$ cat config.mk
export PLATFORM = sky130hd
export DESIGN_NAME = alu_74181_seq_ctrl_flat
export DESIGN_NICKNAME = d
export VERILOG_FILES = /design/src/rtl/alu_74181_seq_ctrl_if.sv /design/src/rtl/alu_74181_seq_ctrl.sv /design/src/flat_wrapper.sv
export SDC_FILE = /design/constraint.sdc
export NUM_CORES = 1
export LEC_CHECK = 0
export CORE_MARGIN = 10
export CORE_UTILIZATION = 45
export CTS_CLUSTER_DIAMETER = 50
export DETAILED_ROUTE_END_ITERATION = 16
export HOLD_SLACK_MARGIN = 0.08
export PLACE_DENSITY = 0.78
export SLEW_MARGIN = 5
export SYNTH_ARGS = -nofsm -noshare
export SYNTH_HDL_FRONTEND = slang
export SYNTH_SLANG_ARGS = --single-unit
export TNS_END_PERCENT = 1
$ cat constraint.sdc
create_clock -name clk -period 5.5 [get_ports clk]
set_clock_uncertainty 0.15 [all_clocks]
set_input_delay 1.1 -clock clk [delete_from_list [all_inputs] [get_ports clk]]
set_output_delay 1.1 -clock clk [all_outputs]
set_load 0.02 [all_outputs]
$ cat src/rtl/alu_74181_seq_ctrl_if.sv
// Handshake and data bundle between an op issuer, the nibble-serial 74181 sequencer and a result consumer.
// The optional zero flag exists only when ALU_SEQ_ZERO_EN is defined.
interface alu_74181_seq_ctrl_if #(
  parameter int NIBBLES = 4
);
  localparam int W = 4 * NIBBLES;

  logic         in_valid;
  logic         in_ready;
  logic [3:0]   op_s;
  logic         op_m;
  logic         cin_n;
  logic [W-1:0] a;
  logic [W-1:0] b;
  logic         out_valid;
  logic         out_ready;
  logic [W-1:0] result;
  logic         cout_n;
  logic         a_eq_b;
`ifdef ALU_SEQ_ZERO_EN
  logic         zero;
`endif

  modport master (
    output in_valid, op_s, op_m, cin_n, a, b, out_ready,
    input  in_ready, out_valid, result, cout_n, a_eq_b
`ifdef ALU_SEQ_ZERO_EN
    , input zero
`endif
  );

  modport slave (
    input  in_valid, op_s, op_m, cin_n, a, b, out_ready,
    output in_ready, out_valid, result, cout_n, a_eq_b
`ifdef ALU_SEQ_ZERO_EN
    , output zero
`endif
  );
endinterface

$ cat src/rtl/alu_74181_seq_ctrl.sv
// Nibble-serial sequencer running one 74181-style 4-bit slice over 4*NIBBLES-bit operands, LSB nibble first.
// Define ALU_SEQ_ZERO_EN to add a registered zero flag alongside the result.
module alu_74181_seq_ctrl #(
  parameter int NIBBLES = 4
) (
  input  logic                 clk,
  input  logic                 rst_n,
  alu_74181_seq_ctrl_if.slave  bus
);
  localparam int W  = 4 * NIBBLES;
  localparam int CW = (NIBBLES > 1) ? $clog2(NIBBLES) : 1;
  localparam logic [CW-1:0] LAST = CW'(NIBBLES - 1);

  typedef enum logic [1:0] {IDLE, RUN, DONE} state_t;

  state_t         state_q;
  logic [W-1:0]   a_q;
  logic [W-1:0]   b_q;
  logic [W-1:0]   result_q;
  logic [3:0]     opS_q;
  logic           opM_q;
  logic           carry_q;
  logic           accEq_q;
  logic [CW-1:0]  cnt_q;
  logic           inReady_q;
  logic           outValid_q;
`ifdef ALU_SEQ_ZERO_EN
  logic           zero_q;
`endif

  logic [3:0]     aNib;
  logic [3:0]     bNib;
  logic [3:0]     pBits;
  logic [3:0]     gBits;
  logic [4:0]     sum;
  logic [3:0]     fNib;
  logic           sliceCoutN;
  logic           sliceEq;
  logic [W-1:0]   result_d;

  // The slice: per-bit propagate/generate from S, arithmetic F is P+G+carry, logic F is ~(P^G).
  always_comb begin
    aNib       = 4'(a_q >> (4 * cnt_q));
    bNib       = 4'(b_q >> (4 * cnt_q));
    pBits      = aNib | (bNib & {4{opS_q[0]}}) | (~bNib & {4{opS_q[1]}});
    gBits      = (aNib & ~bNib & {4{opS_q[2]}}) | (aNib & bNib & {4{opS_q[3]}});
    sum        = {1'b0, pBits} + {1'b0, gBits} + {4'b0, ~carry_q};
    fNib       = opM_q ? ~(pBits ^ gBits) : sum[3:0];
    sliceCoutN = ~sum[4];
    sliceEq    = &fNib;
    result_d   = (result_q & ~(W'(4'hF) << (4 * cnt_q))) | (W'(fNib) << (4 * cnt_q));
  end

  always_ff @(posedge clk or negedge rst_n) begin
    if (!rst_n) begin
      state_q    <= IDLE;
      a_q        <= '0;
      b_q        <= '0;
      result_q   <= '0;
      opS_q      <= '0;
      opM_q      <= 1'b0;
      carry_q    <= 1'b1;
      accEq_q    <= 1'b0;
      cnt_q      <= '0;
      inReady_q  <= 1'b1;
      outValid_q <= 1'b0;
`ifdef ALU_SEQ_ZERO_EN
      zero_q     <= 1'b0;
`endif
    end else begin
      case (state_q)
        IDLE: begin
          if (bus.in_valid) begin
            a_q       <= bus.a;
            b_q       <= bus.b;
            opS_q     <= bus.op_s;
            opM_q     <= bus.op_m;
            carry_q   <= bus.cin_n;
            cnt_q     <= '0;
            accEq_q   <= 1'b1;
            inReady_q <= 1'b0;
            state_q   <= RUN;
          end
        end
        RUN: begin
          result_q <= result_d;
          carry_q  <= sliceCoutN;
          accEq_q  <= accEq_q & sliceEq;
          if (cnt_q == LAST) begin
            outValid_q <= 1'b1;
            state_q    <= DONE;
`ifdef ALU_SEQ_ZERO_EN
            zero_q     <= (result_d == '0);
`endif
          end else begin
            cnt_q <= cnt_q + 1'b1;
          end
        end
        DONE: begin
          // Everything stays frozen until the consumer takes the result.
          if (bus.out_ready) begin
            outValid_q <= 1'b0;
            inReady_q  <= 1'b1;
            state_q    <= IDLE;
          end
        end
        default: state_q <= IDLE;
      endcase
    end
  end

  assign bus.in_ready  = inReady_q;
  assign bus.out_valid = outValid_q;
  assign bus.result    = result_q;
  assign bus.cout_n    = carry_q;
  assign bus.a_eq_b    = accEq_q;
`ifdef ALU_SEQ_ZERO_EN
  assign bus.zero      = zero_q;
`endif

endmodule

$ cat src/flat_wrapper.sv
// flat-port wrapper written by rule: the top's interface ports become plain ports
module alu_74181_seq_ctrl_flat 
#(
  parameter int NIBBLES = 4
)
  (clk, rst_n, bus_in_valid, bus_op_s, bus_op_m, bus_cin_n, bus_a, bus_b, bus_out_ready, bus_in_ready, bus_out_valid, bus_result, bus_cout_n, bus_a_eq_b);
  alu_74181_seq_ctrl_if #(.NIBBLES(NIBBLES)) bus_i ();
  input  logic clk;
  input  logic rst_n;
  input wire logic [$bits(bus_i.in_valid)-1:0] bus_in_valid;
  input wire logic [$bits(bus_i.op_s)-1:0] bus_op_s;
  input wire logic [$bits(bus_i.op_m)-1:0] bus_op_m;
  input wire logic [$bits(bus_i.cin_n)-1:0] bus_cin_n;
  input wire logic [$bits(bus_i.a)-1:0] bus_a;
  input wire logic [$bits(bus_i.b)-1:0] bus_b;
  input wire logic [$bits(bus_i.out_ready)-1:0] bus_out_ready;
  output wire logic [$bits(bus_i.in_ready)-1:0] bus_in_ready;
  output wire logic [$bits(bus_i.out_valid)-1:0] bus_out_valid;
  output wire logic [$bits(bus_i.result)-1:0] bus_result;
  output wire logic [$bits(bus_i.cout_n)-1:0] bus_cout_n;
  output wire logic [$bits(bus_i.a_eq_b)-1:0] bus_a_eq_b;
  assign bus_i.in_valid = bus_in_valid;
  assign bus_i.op_s = bus_op_s;
  assign bus_i.op_m = bus_op_m;
  assign bus_i.cin_n = bus_cin_n;
  assign bus_i.a = bus_a;
  assign bus_i.b = bus_b;
  assign bus_i.out_ready = bus_out_ready;
  assign bus_in_ready = bus_i.in_ready;
  assign bus_out_valid = bus_i.out_valid;
  assign bus_result = bus_i.result;
  assign bus_cout_n = bus_i.cout_n;
  assign bus_a_eq_b = bus_i.a_eq_b;
  alu_74181_seq_ctrl #(.NIBBLES(NIBBLES)) u_core (.clk(clk), .rst_n(rst_n), .bus(bus_i));
endmodule
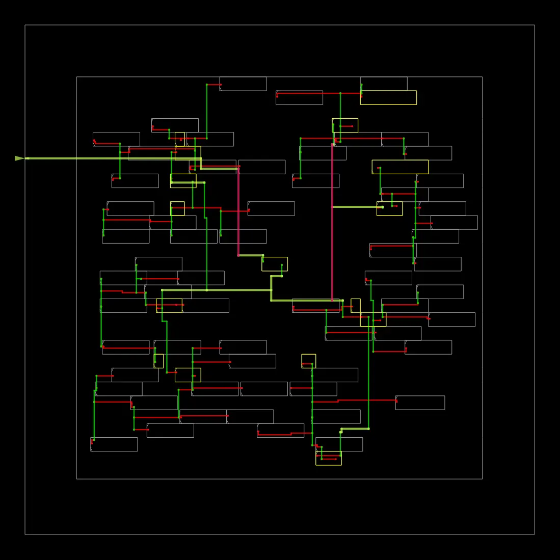
*Clock nets, run 1*
Clk. pwr: 0.429 mW
Seq cells: 61

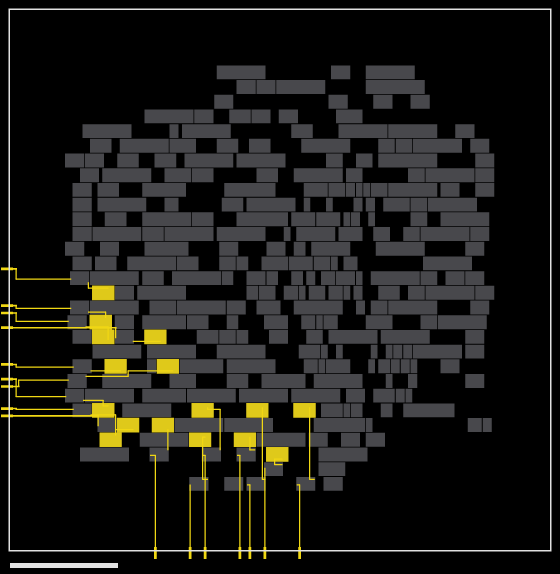
*Port wiring, run 1*
Scale bar: 20 um.
legend:
  yellow:
    port: bus_a
    bits: 16
    direction: input
    edge: 9 left, 7 bottom
    end_cells: 16
    buffers: 16
    wire: 345 um

==> impl_metrics.json, run 1 <==
{
  "ff_type": "dfrtp_1",
  "share_comb_of_total_power": 0.526,
  "period_used_share": 0.6710,
  "pwr-share-clk": 0.159,
  "reg2reg_from": "u_core.cnt_q[0]$_DFFE_PN0P_",
  "post_cts_resized": 0,
  "finalSetupViolations": 0,
  "critPathMaxFanout": 14,
  "path_clk_slew_ns": 0.07,
  "powerDensity_mw_per_mm2": 720.6,
  "numCtsBuffers": 9,
  "grt_max_degree": 62,
  "status": "finished clean",
  "cts_setup_buffers": 0,
  "synth.top_cell.area_share": 0.5135,
  "clock-root-buffer": "clkbuf_8",
  "p_int_mw": 1.656,
  "seqPwrFrac": 0.315,
  "required_ns": 5.58,
  "crit_start": "u_core.cnt_q[0]$_DFFE_PN0P_",
  "largest_area_cell": "dfrtp_1",
  "wirelength_mm": 5.979,
  "ys_chip_area_sq_mm": 0.002875,
  "die_x_um": 99.94,
  "ioPinCount": 62,
  "warnings": 30,
  "die_area_sq_mm": 0.009987,
  "gp_congestion": 0.8026,
  "regToRegSetupSlack_ns": 1.81,
  "power.switching_mw": 1.049,
  "fmax_ghz": 0.2710,
  "total_power_mw": 2.705,
  "cts_buffer_depth": 2,
  "num_antenna_cells": 0,
  "h-tree-depth": 3,
  "power-top-group": "combinational cells",
  "drc_errors": 0
}
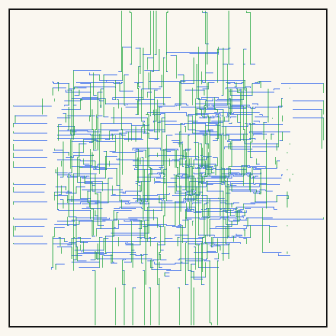
*Wiring by layer, run 1*
Only two layers are drawn.
legend:
  green:
    layer: metal 2
    wire_length: 2,780 um
  blue:
    layer: metal 1
    wire_length: 2,740 um

run 1: area by class of cell:
type                    instances  area, sq um
multi-input cells             130         1267
clock buffers                   9        123.9
well taps                      77        96.34
inverters                       9        33.78
flip-flops and latches         61         1529
fillers                       527         2524
repair buffers                 62        613.1
clock inverters                 7        90.09
run 1: flip-flops by register name, summed over array words and instances, names as in the netlist:
signal,count
u_core.bus.cout_n,1
u_core.state_q,2
u_core.bus.out_valid,1
u_core.cnt_q,2
u_core.opS_q,4
u_core.bus.a_eq_b,1
u_core.a_q,16
u_core.bus.in_ready,1
u_core.b_q,16
u_core.bus.result,16
u_core.opM_q,1
run 1: cell families after synthesis:
| group | after synthesis | share of synthesized area |
|---|---|---|
| flops | 61 | 0.5318 |
| mux | 52 | 0.2350 |
| compound gates | 35 | 0.09573 |
| simple gates | 31 | 0.05266 |
| buf+inv | 18 | 0.03003 |
| fa+ha+maj | 10 | 0.04874 |
| xor+xnor | 2 | 0.006093 |
run 1: per-stage QoR:
stage            util  instance area (sq um)  setup WS, ns  hold WS, ns  instances
3_5_place_dp   0.5639                   3540         1.826       0.3418        339
4_1_cts        0.5980                   3754         1.796       0.3569        355
5_1_grt        0.5980                   3754         1.612       0.3703        355
2_1_floorplan       -                   2875         2.428       0.3220        209
3_3_place_gp   0.5639                   3540         1.943       0.3318        339
6_report       0.5980                   3754         1.809       0.3533        355
run 1: layer usage:
layer  GRT usage  part of all wire
met1      0.1561              0.46
met4     0.05182             0.011
met2      0.1842              0.47
met5           0                 0
met3     0.05632             0.065
run 1: worst max-delay path, stage by stage (launching register included):
cell and delay [ns]:
dfrtp_1 0.81, mux4_1 0.71, mux2i_1 0.15, nand2b_1 0.19
fa_1 0.45, inv_1 0.08, fa_1 0.42, nor3b_1 0.16
a21o_1 0.16, a21o_1 0.18, o221a_2 0.12
==> inputs of run 2 (changes only) <==
- clock period: 5.5 -> 3.79 ns (I/O delays scaled with it)
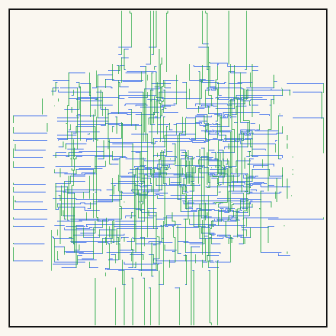
*Wiring by layer, run 2*
Only two layers are drawn.
legend:
  blue:
    layer: metal 1
    wire_length: 2,670 um
  green:
    layer: metal 2
    wire_length: 2,810 um

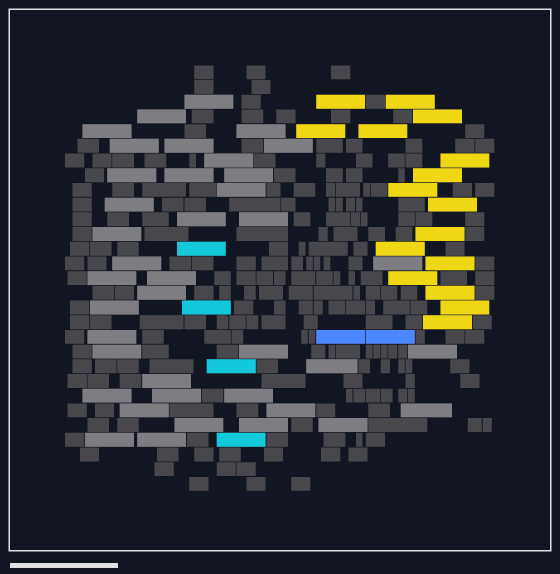
*Sequential cells colored by netlist name, run 2*
Scale bar: 20 um. Other sequential cells in the stronger gray, the rest of the logic in the fainter gray.
legend:
  blue:
    signal: u_core.state_q
    flops: 2
  yellow:
    signal: u_core.bus.result
    flops: 16
  cyan:
    signal: u_core.opS_q
    flops: 4

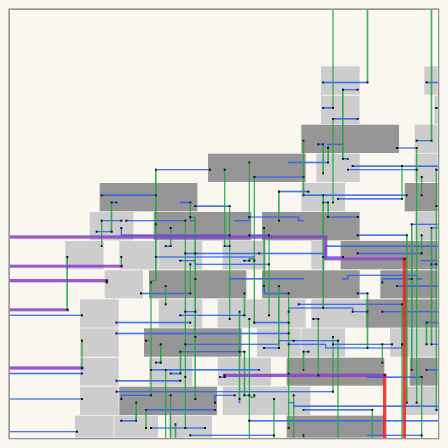
*A small window of the routed layout, run 2*
Window x 5 to 45, y 55 to 95 um. Cells in gray, sequential cells in the stronger gray; small squares are vias.
legend:
  blue:
    layer: metal 1
  green:
    layer: metal 2
  red:
    layer: metal 4
  purple:
    layer: metal 3
netlist names of flops here include: u_core.b_q (12)
cells with their middle in the window: 43
sequential cells in the window: 14
most frequent: dfrtp_1 (14), mux2_2 (13), clkdlybuf4s50_1 (11)

==> run 2 against run 1 <==
Design area is 0.30% lower. Count of clock-buffer cells in the layout is 3 higher. Synthesized cell count stayed put. Critical path type unchanged. Worst hold slack worse by 0.0045 ns. Largest cell class unchanged. Fmax is 18% higher. Sequential power is about 40% higher. Non-clock buffer count is 3 higher. Routed wire length is 0.32% higher. Critical endpoint unchanged. Clock power is 27% higher. Total power is 42% higher.
==> impl_metrics.json, run 2 <==
{
  "slew-limit-headroom": 0.5029,
  "ys_chip_area_sq_mm": 0.002875,
  "start_kind": "flop",
  "drtIter0Drc": 80,
  "finalSetupViolations": 0,
  "required_ns": 3.92,
  "seqPwrFrac": 0.309,
  "dp_hpwl_mm": 4.426,
  "hp-class": "reg -> reg",
  "share_comb_of_total_power": 0.550,
  "wl_met1_mm": 2.671,
  "largest_area_cell": "dfrtp_1",
  "drc_errors": 0,
  "met1_usage": 0.1517,
  "synth.logic.top_family": "multiplexers",
  "mostFrequentLayoutCells": "60 x clkdlybuf4s50_1, 59 x dfrtp_1, 38 x mux2_2",
  "leakagePower_nw": 1.623,
  "comb_area_sq_mm": 0.001267,
  "die_area_sq_mm": 0.009987,
  "clock-root-buffer": "clkbuf_8",
  "port_buffers": 61,
  "fin_cells": 356,
  "routed.top_layer": "met4",
  "path_clk_slew_ns": 0.06,
  "grt_max_degree": 62,
  "wl_met3_um": 447,
  "gp_congestion": 0.7884,
  "ff_type": "dfrtp_1",
  "powerDensity_mw_per_mm2": 1030,
  "warnings": 30,
  "ys_sh_aoi": 0.09574,
  "wirelength_mm": 5.998,
  "simple_gate_share": 0.05265,
  "xor_share": 0.006092,
  "post_cts_resized": 0,
  "status": "finished clean",
  "synth_cells": 209,
  "p_int_mw": 2.363,
  "regArea_sq_mm": 0.001529,
  "r2r-end": "u_core.bus.a_eq_b$_DFFE_PN0P_",
  "mux_area_frac": 0.2350,
  "regToRegSetupSlack_ns": 0.65,
  "period_used_share": 0.8277,
  "ys_sh_adder": 0.04874,
  "fillers": 510,
  "power.switching_mw": 1.490,
  "synth.top_cell.area_share": 0.5135,
  "lay_top_count": "clkdlybuf4s50_1",
  "final_util": 0.5962,
  "placed_cells": 342,
  "grt_util_met2": 0.1986,
  "end_kind": "flop",
  "h-tree-depth": 3,
  "numCtsBuffers": 9,
  "ioPinCount": 62,
  "critPathMaxFanout": 13,
  "rsz0062_at_grt": "no",
  "num_antenna_cells": 0,
  "pwr-share-clk": 0.141,
  "reg2reg_from": "u_core.cnt_q[0]$_DFFE_PN0P_",
  "fmax_ghz": 0.3188,
  "cts_buffer_depth": 2,
  "crit_start": "u_core.cnt_q[0]$_DFFE_PN0P_",
  "topCellsByArea": "dfrtp_1 51%, mux2_2 15%, a22o_1 5.2%, mux4_2 4.7%, ha_1 3.5%",
  "cts_setup_buffers": 0,
  "worstSetupPathType": "reg -> reg",
  "die_x_um": 99.94,
  "grt_util_met3": 0.05563,
  "grt.busiest_layer": "met2",
  "wl_met2_mm": 2.811
}
[run 2: logic make-up (layout without fill, tap and decap cells)]
family                     after synthesis  count (layout)
adders and majority gates               10              10
AOI/OAI and AO/OA                       35              35
buffers and inverters                   18              88
xor gates and xnor gates                 2               2
DFF                                     61              61
and+or+nand+nor                         31              31
muxes                                   52              52
[run 2: power by group through the flow]
stage	registers [mW]	clock network [mW]	logic, mW
6_report	1.19	0.543	2.12
2_1_floorplan	1.24	0	1.48
3_3_place_gp	1.19	0	2.06
3_5_place_dp	1.20	0	2.12
4_1_cts	1.19	0.557	2.14
5_1_grt	1.23	0.584	2.34
[run 2: stage by stage]
stage	worst slack [ns]	instance area (sq um)	power (mW)	hold slack [ns]
3_5_place_dp	0.6446	3562	3.325	0.3399
6_report	0.6529	3742	3.854	0.3488
3_3_place_gp	0.7517	3562	3.256	0.3336
2_1_floorplan	0.7176	2875	2.713	0.3124
4_1_cts	0.6381	3742	3.892	0.3539
5_1_grt	0.4602	3742	4.156	0.3676
[run 2: worst max-delay path: stages, from the launching register on]
cell,delay (ns)
dfrtp_1,0.36
buf_4,0.25
mux4_1,0.65
a211o_1,0.32
ha_1,0.36
a211oi_1,0.24
o21ai_0,0.14
xor2_1,0.36
o221a_2,0.26
[run 2: area by class of cell]
| type | instances | share of cell area |
|---|---|---|
| clock buffer | 12 | 0.03878 |
| clock inverter | 2 | 0.009361 |
| inverter | 9 | 0.009027 |
| multi-input combinational | 130 | 0.3387 |
| sequential | 61 | 0.4086 |
| tap | 77 | 0.02574 |
| timing repair buffer | 65 | 0.1698 |
No activity file was given, so power comes from the tool's default toggle rates.
